## src/rtl/intdiv_sched.sv

```systemverilog
// ---------------------------------------------------------------------------
// intdiv_sched
//
// Purpose:
//   Shares one external pipelined signed divider among REQS requesters. Each
//   cycle one requester is picked round-robin and its operands are issued.
//   A tag pipeline tracks every operation in flight. Results land in a
//   credit-protected FIFO and return in issue order on one tagged response
//   channel. Divide-by-zero and the signed overflow case (-2^(N-1) / -1) are
//   detected at issue and patched when the result is written.
//
// Ports:
//   clock, reset   clock and synchronous active-high reset
//   req_valid      per-requester request valid            [REQS]
//   req_ready      per-requester accept (combinational)   [REQS]
//   req_x, req_y   packed operands, requester k at [k*N +: N]
//   div_x, div_y   registered operands to the divider (div_y never zero)
//   div_z, div_r   divider quotient / remainder, LAT cycles after issue
//   res_valid      response valid (FIFO not empty)
//   res_ready      response accept
//   res_id         originating requester
//   res_z, res_r   quotient (truncating) and remainder (sign of dividend)
//   res_dbz        divide-by-zero flag
//   res_ovf        signed overflow flag
//   busy           any operation in flight or any buffered result
//
// Handshake: a transfer happens on a rising clock edge where valid and ready
// are both high. req_ready depends combinationally on req_valid, the
// round-robin pointer and the credit state; a requester holds valid and its
// operands stable until it sees ready. res_valid/res_* come straight from the
// FIFO head and stay stable until accepted with res_ready.
// ---------------------------------------------------------------------------
module intdiv_sched #(
    parameter int N     = 16,
    parameter int REQS  = 2,
    parameter int LAT   = 4,
    parameter int DEPTH = 8,
    parameter int IDW   = 1
) (
    input  logic                clock,
    input  logic                reset,
    input  logic [REQS-1:0]     req_valid,
    output logic [REQS-1:0]     req_ready,
    input  logic [REQS*N-1:0]   req_x,
    input  logic [REQS*N-1:0]   req_y,
    output logic [N-1:0]        div_x,
    output logic [N-1:0]        div_y,
    input  logic [N-1:0]        div_z,
    input  logic [N-1:0]        div_r,
    output logic                res_valid,
    input  logic                res_ready,
    output logic [IDW-1:0]      res_id,
    output logic [N-1:0]        res_z,
    output logic [N-1:0]        res_r,
    output logic                res_dbz,
    output logic                res_ovf,
    output logic                busy
);

    localparam int AW     = (DEPTH > 1) ? $clog2(DEPTH) : 1;
    // Wide enough to hold FIFO count + in-flight count + one pending pop.
    localparam int CW     = $clog2(DEPTH + LAT + 2) + 1;
    localparam int STAGES = LAT + 1;

    localparam logic [N-1:0] MOST_NEG = {1'b1, {(N-1){1'b0}}};

    typedef struct packed {
        logic           valid;
        logic [IDW-1:0] id;
        logic           dbz;
        logic           ovf;
        logic [N-1:0]   x;
    } tag_t;

    typedef struct packed {
        logic [IDW-1:0] id;
        logic [N-1:0]   z;
        logic [N-1:0]   r;
        logic           dbz;
        logic           ovf;
    } res_t;

    // Round-robin candidate k positions after base, wrapped into 0..REQS-1.
    function automatic logic [IDW-1:0] rr_index(input logic [IDW-1:0] base, input int k);
        int i;
        i = int'(base) + k;
        if (i >= REQS) begin
            i = i - REQS;
        end
        return IDW'(i);
    endfunction

    function automatic logic [AW-1:0] fifo_next(input logic [AW-1:0] p);
        return (p == AW'(DEPTH - 1)) ? '0 : p + 1'b1;
    endfunction

    // -----------------------------------------------------------------------
    // State
    // -----------------------------------------------------------------------
    logic [IDW-1:0] rr_ptr;
    tag_t           tag_q [STAGES];
    res_t           fifo_mem [DEPTH];
    logic [AW-1:0]  wr_ptr;
    logic [AW-1:0]  rd_ptr;
    logic [CW-1:0]  fifo_count;

    // -----------------------------------------------------------------------
    // Combinational signals
    // -----------------------------------------------------------------------
    logic [CW-1:0]  inflight;
    logic           credit_ok;
    logic           grant_any;
    logic [IDW-1:0] grant_idx;
    logic [N-1:0]   grant_x;
    logic [N-1:0]   grant_y;
    logic           grant_dbz;
    logic           grant_ovf;
    logic           push;
    logic           pop;
    res_t           push_data;
    res_t           head;

    // Count of valid tags across every stage, including the issue register.
    always_comb begin
        inflight = '0;
        for (int s = 0; s < STAGES; s++) begin
            inflight = inflight + CW'(tag_q[s].valid);
        end
    end

    assign res_valid = (fifo_count != '0);
    assign pop       = res_valid && res_ready;

    // An issue must have a guaranteed FIFO slot when its result exits the
    // divider, because the divider cannot be stalled. Occupancy counts both
    // buffered results and every tag in flight; a pop this cycle frees one.
    assign credit_ok = (fifo_count + inflight) < (CW'(DEPTH) + CW'(pop));

    // Round-robin arbitration: first valid requester at or after rr_ptr.
    always_comb begin
        grant_any = 1'b0;
        grant_idx = '0;
        req_ready = '0;
        for (int k = 0; k < REQS; k++) begin
            if (!grant_any && req_valid[rr_index(rr_ptr, k)]) begin
                grant_any = 1'b1;
                grant_idx = rr_index(rr_ptr, k);
            end
        end
        // Nothing is accepted while in reset or when out of credit.
        if (reset || !credit_ok) begin
            grant_any = 1'b0;
        end
        if (grant_any) begin
            req_ready[grant_idx] = 1'b1;
        end
    end

    // Operand mux for the granted requester.
    always_comb begin
        grant_x = '0;
        grant_y = '0;
        for (int k = 0; k < REQS; k++) begin
            if (int'(grant_idx) == k) begin
                grant_x = req_x[k*N +: N];
                grant_y = req_y[k*N +: N];
            end
        end
    end

    assign grant_dbz = (grant_y == '0);
    assign grant_ovf = (grant_x == MOST_NEG) && (grant_y == '1);

    // -----------------------------------------------------------------------
    // Issue register, tag pipeline and round-robin pointer
    // -----------------------------------------------------------------------
    // tag_q[0] is the issue register and lines up with div_x/div_y; each
    // later stage follows one divider stage, so tag_q[LAT] is valid in the
    // same cycle its div_z/div_r appear.
    always_ff @(posedge clock) begin
        if (reset) begin
            for (int s = 0; s < STAGES; s++) begin
                tag_q[s] <= '0;
            end
            div_x  <= '0;
            div_y  <= N'(1);
            rr_ptr <= '0;
        end else begin
            if (grant_any) begin
                tag_q[0] <= '{valid: 1'b1, id: grant_idx, dbz: grant_dbz,
                              ovf: grant_ovf, x: grant_x};
                div_x    <= grant_x;
                // A zero divisor is replaced by 1 so the divider never sees
                // it; the real result is substituted on the way out.
                div_y    <= grant_dbz ? N'(1) : grant_y;
                rr_ptr   <= (int'(grant_idx) == REQS - 1) ? '0 : grant_idx + 1'b1;
            end else begin
                tag_q[0] <= '0;
                div_x    <= '0;
                div_y    <= N'(1);
            end
            for (int s = 1; s < STAGES; s++) begin
                tag_q[s] <= tag_q[s-1];
            end
        end
    end

    // -----------------------------------------------------------------------
    // Result patching on tag exit
    // -----------------------------------------------------------------------
    always_comb begin
        push           = tag_q[LAT].valid;
        push_data.id   = tag_q[LAT].id;
        push_data.dbz  = tag_q[LAT].dbz;
        push_data.ovf  = tag_q[LAT].ovf;
        push_data.z    = div_z;
        push_data.r    = div_r;
        if (tag_q[LAT].dbz) begin
            push_data.z = '1;
            push_data.r = tag_q[LAT].x;
        end else if (tag_q[LAT].ovf) begin
            // -2^(N-1) / -1 wraps back to -2^(N-1) with no remainder.
            push_data.z = tag_q[LAT].x;
            push_data.r = '0;
        end
    end

    // -----------------------------------------------------------------------
    // Result FIFO
    // -----------------------------------------------------------------------
    always_ff @(posedge clock) begin
        if (push) begin
            fifo_mem[wr_ptr] <= push_data;
        end
    end

    always_ff @(posedge clock) begin
        if (reset) begin
            wr_ptr     <= '0;
            rd_ptr     <= '0;
            fifo_count <= '0;
        end else begin
            if (push) begin
                wr_ptr <= fifo_next(wr_ptr);
            end
            if (pop) begin
                rd_ptr <= fifo_next(rd_ptr);
            end
            case ({push, pop})
                2'b10:   fifo_count <= fifo_count + 1'b1;
                2'b01:   fifo_count <= fifo_count - 1'b1;
                default: fifo_count <= fifo_count;
            endcase
        end
    end

    // -----------------------------------------------------------------------
    // Response outputs: head of FIFO, forced to zero while empty
    // -----------------------------------------------------------------------
    assign head    = fifo_mem[rd_ptr];
    assign res_id  = res_valid ? head.id  : '0;
    assign res_z   = res_valid ? head.z   : '0;
    assign res_r   = res_valid ? head.r   : '0;
    assign res_dbz = res_valid ? head.dbz : 1'b0;
    assign res_ovf = res_valid ? head.ovf : 1'b0;

    assign busy = res_valid || (inflight != '0);

endmodule

```

## config.mk

```make
export PLATFORM = sky130hd
export DESIGN_NAME = intdiv_sched
export DESIGN_NICKNAME = d
export VERILOG_FILES = /design/src/rtl/intdiv_sched.sv
export SDC_FILE = /design/constraint.sdc
export NUM_CORES = 1
export LEC_CHECK = 0
export CAP_MARGIN = 30
export CORE_MARGIN = 2
export CORE_UTILIZATION = 30
export DETAILED_ROUTE_END_ITERATION = 16
export GPL_TIMING_DRIVEN = 0
export PLACE_DENSITY_LB_ADDON = 0.3
export SLEW_MARGIN = 25
export SYNTH_ARGS = -nofsm -noshare
export SYNTH_HDL_FRONTEND = slang
export SYNTH_SLANG_ARGS = --single-unit
```

## constraint.sdc

```tcl
create_clock -name clock -period 7.31 [get_ports clock]
set_input_delay 0.731 -clock clock [delete_from_list [all_inputs] [get_ports clock]]
set_output_delay 0.731 -clock clock [all_outputs]
set_load 0.01 [all_outputs]
```

layer_met2.png
Drawn at 2 px/um.
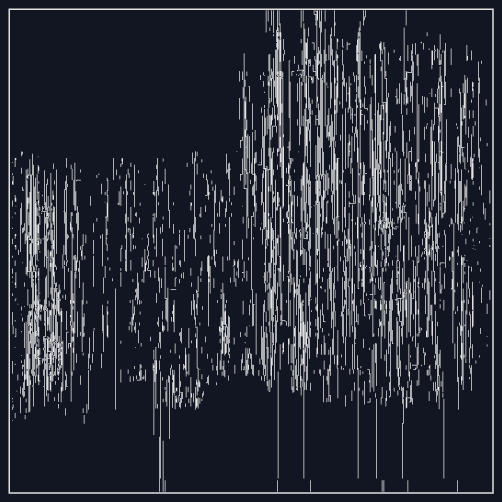
1232 nets have wire on it. The wires run mostly vertical. The longest straight run is 88.1 um.

wires.png
Drawn at 1 px/um. Two of the layers only.
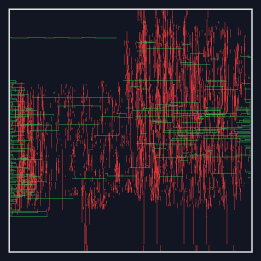
Key: red = metal 2 [wire length 18300 um]; green = metal 3 [wire length 3330 um]

io_placement.png
Drawn at 2 px/um. Pins as bars across the die edge, other pins in grey.
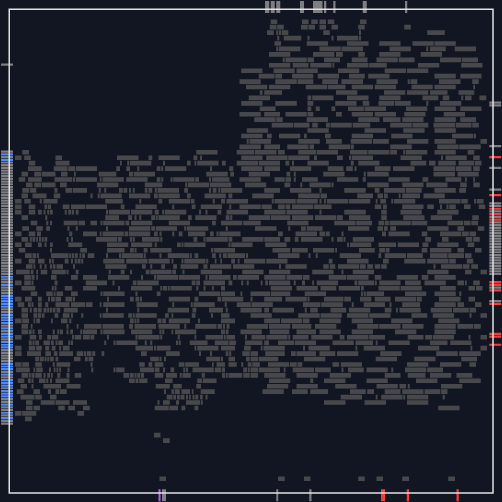
Key: purple = res_valid [pins 1, direction output, edge bottom]; blue = req_y [pins 32, direction input, edge left]; red = res_r [pins 16, direction output, edge 12 right, 4 bottom]
All pins by edge: 102 left, 43 right, 18 top, 9 bottom.

io_fan.png
Drawn at 1 px/um.
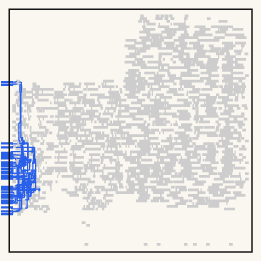
Key: blue = req_y [direction input, end cells 50, buffers 32, wire 1350 um]

placement.png
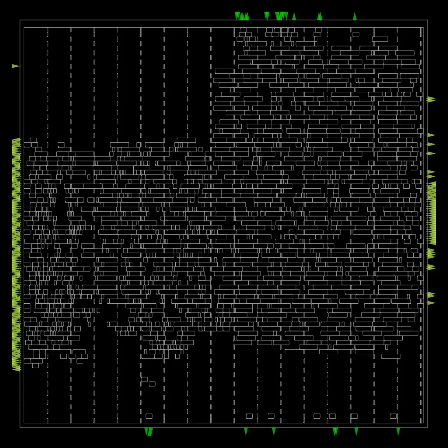
Filler Cell Count: 5196
fin cells: 2115
# rows: 86
tap cells: 748
CORE AREA: 55300 um2

==> changes_impl.md <==
## Flow update

- Total GRT Usage: 13.9%
- Worst slack, placed: 3.00 ns
- Cell Type Count: 43
- Post-CTS setup buffer count: 0
- CP Depth: 12
- Seq cells post-synth: 427
- Num CTS Buffers: 44
- Clk pwr share: 32.5%
- Total negative slack: 0 ns
- GP Congestion: 0.857
- Critical Path End Type: output port
- Drt pass-1 iters: 5
- Yosys stat cell total: 991
- Hold_buf cts: 0
- Reg-to-Reg Start: tag_q[0][79]
- Layout cell share with drive strength beyond 1: 13.1%
- Design area: 21800 um2
- GR Layer Usage met2: 22.3%
- Delay-heaviest family, CP: adder cells
- Net Sw Power: 0.00188 W
- DRT iter0 DRCs: 733
- Top_reg_cell synth: edfxtp_1
- DR vias: 9615
- Post-layout util: 39.4%
- Worst Skew: 0.0386 ns
- Switching share of total power: 27.6%
- Antenna Violating Nets Remaining: 0
- Synthesized area: 16900 um2
- Yosys Chip Area: 16900 um2
- Critical path destination: req_ready[1]
- Clock insertion delay at the later pin of the skew report: 0.59 ns
- Clk buf depth: 3
- Highest metal used: met4
- Worst path max stage delay: 0.58 ns
- Critical Path Source Type: flop
- Met1 WL: 17.1 mm
- Reg clk slew, reported paths: 0.06 ns
- Top power group: registers
- Placed cell areas: 20300 um2
- Critical Path Slowest Stage Cell: clkdlybuf4s50_1
- Clk power: 0.00221 W
- Arr. time, crit path: 4.12 ns
- Reg2Reg Capture Point: tag_q[0][16]
- Final Setup Violations: 0
- Internal power: 0.00492 W
- Post-synth EDFFs: 380
- Max-area cell share: 67.6%
- Worst path most repeated cell: fa_1
- Crit share post-route: 66.4%
- Vias in the first global route: 9793
- DRC: 0
- Die H: 241 um
- # diodes: 0
- R2R Setup Slk: 3.77 ns
- Status: complete, no violations
- Comb pwr: 0.00172 W
- Seq pwr: 0.00287 W
- Vias per inst: 4.55
- Unrepaired setup endpoints after global routing: no
- Slew margin rel.: 34.8%
- Pin count of the biggest net entering global routing: 18
- Hold crit path type: reg -> reg
- Worst path required time: 6.58 ns
- Most numerous logic cell after layout: edfxtp_1
- Clock sink count: 427
- Hpwl dp: 28.0 mm
- WS Path Type: reg -> out
- Grt total ovfl: 0
- Hold Path Cell Cnt: 2
- DIE AREA: 58200 um2
- Drt wl/cell: 18.8 um
- Die x size: 241 um
- Most instantiated cells after synthesis: 380 x edfxtp_1, 95 x nor2b_1, 71 x nor2_1
- Starting Density: 30.5%
- Final nets: 1448
- Worst Hold Path EP: rr_ptr
- Area delta synth->final: 29.0%
- Count leader, synth: edfxtp_1
- Met2 WL: 18.3 mm
- CP Cell Sequence: inv_1 -> fa_1 -> fa_1 -> inv_1 -> ha_1 -> fa_1 -> xor2_1 -> nor4_1 -> o211ai_2 -> buf_2 -> nor2_1 -> clkdlybuf4s50_1
- Worst setup margin: 2.46 ns
- Max Transition Viols Final: 0
- Async SR Flop Fraction: 0%
- Worst slew pin tran: 0.977 ns
- Total I/O pin count: 172
- Reg power frac: 42.3%
[area by class of cell]
class / instances / area [um2]
fillers: 5196 / 33500
flip-flops and latches: 427 / 12400
repair buffers: 195 / 2110
clock inverters: 27 / 284
plain buffers: 53 / 221
clock buffers: 55 / 1140
multi-input cells: 594 / 4670
inverters: 16 / 60.1
well taps: 748 / 936
[flip-flops by register name, indices dropped and copies added (netlist names), named ones only]
name / cells
wr_ptr: 3
fifo_mem: 280
rd_ptr: 3
fifo_count: 5
div_y: 16
rr_ptr: 1
tag_q: 100
div_x: 16
[logic make-up after synthesis]
kind of cell / share of synthesized area, %
flip-flops: 73.2
AND/OR/NAND/NOR: 8.36
multiplexers: 11.8
AND-OR/OR-AND: 3.34
buffers and inverters: 1.67
adder cells (fa/ha/maj): 1.36
XOR/XNOR: 0.260
other: 0.0222
Power is estimated from default activity; no workload was simulated.
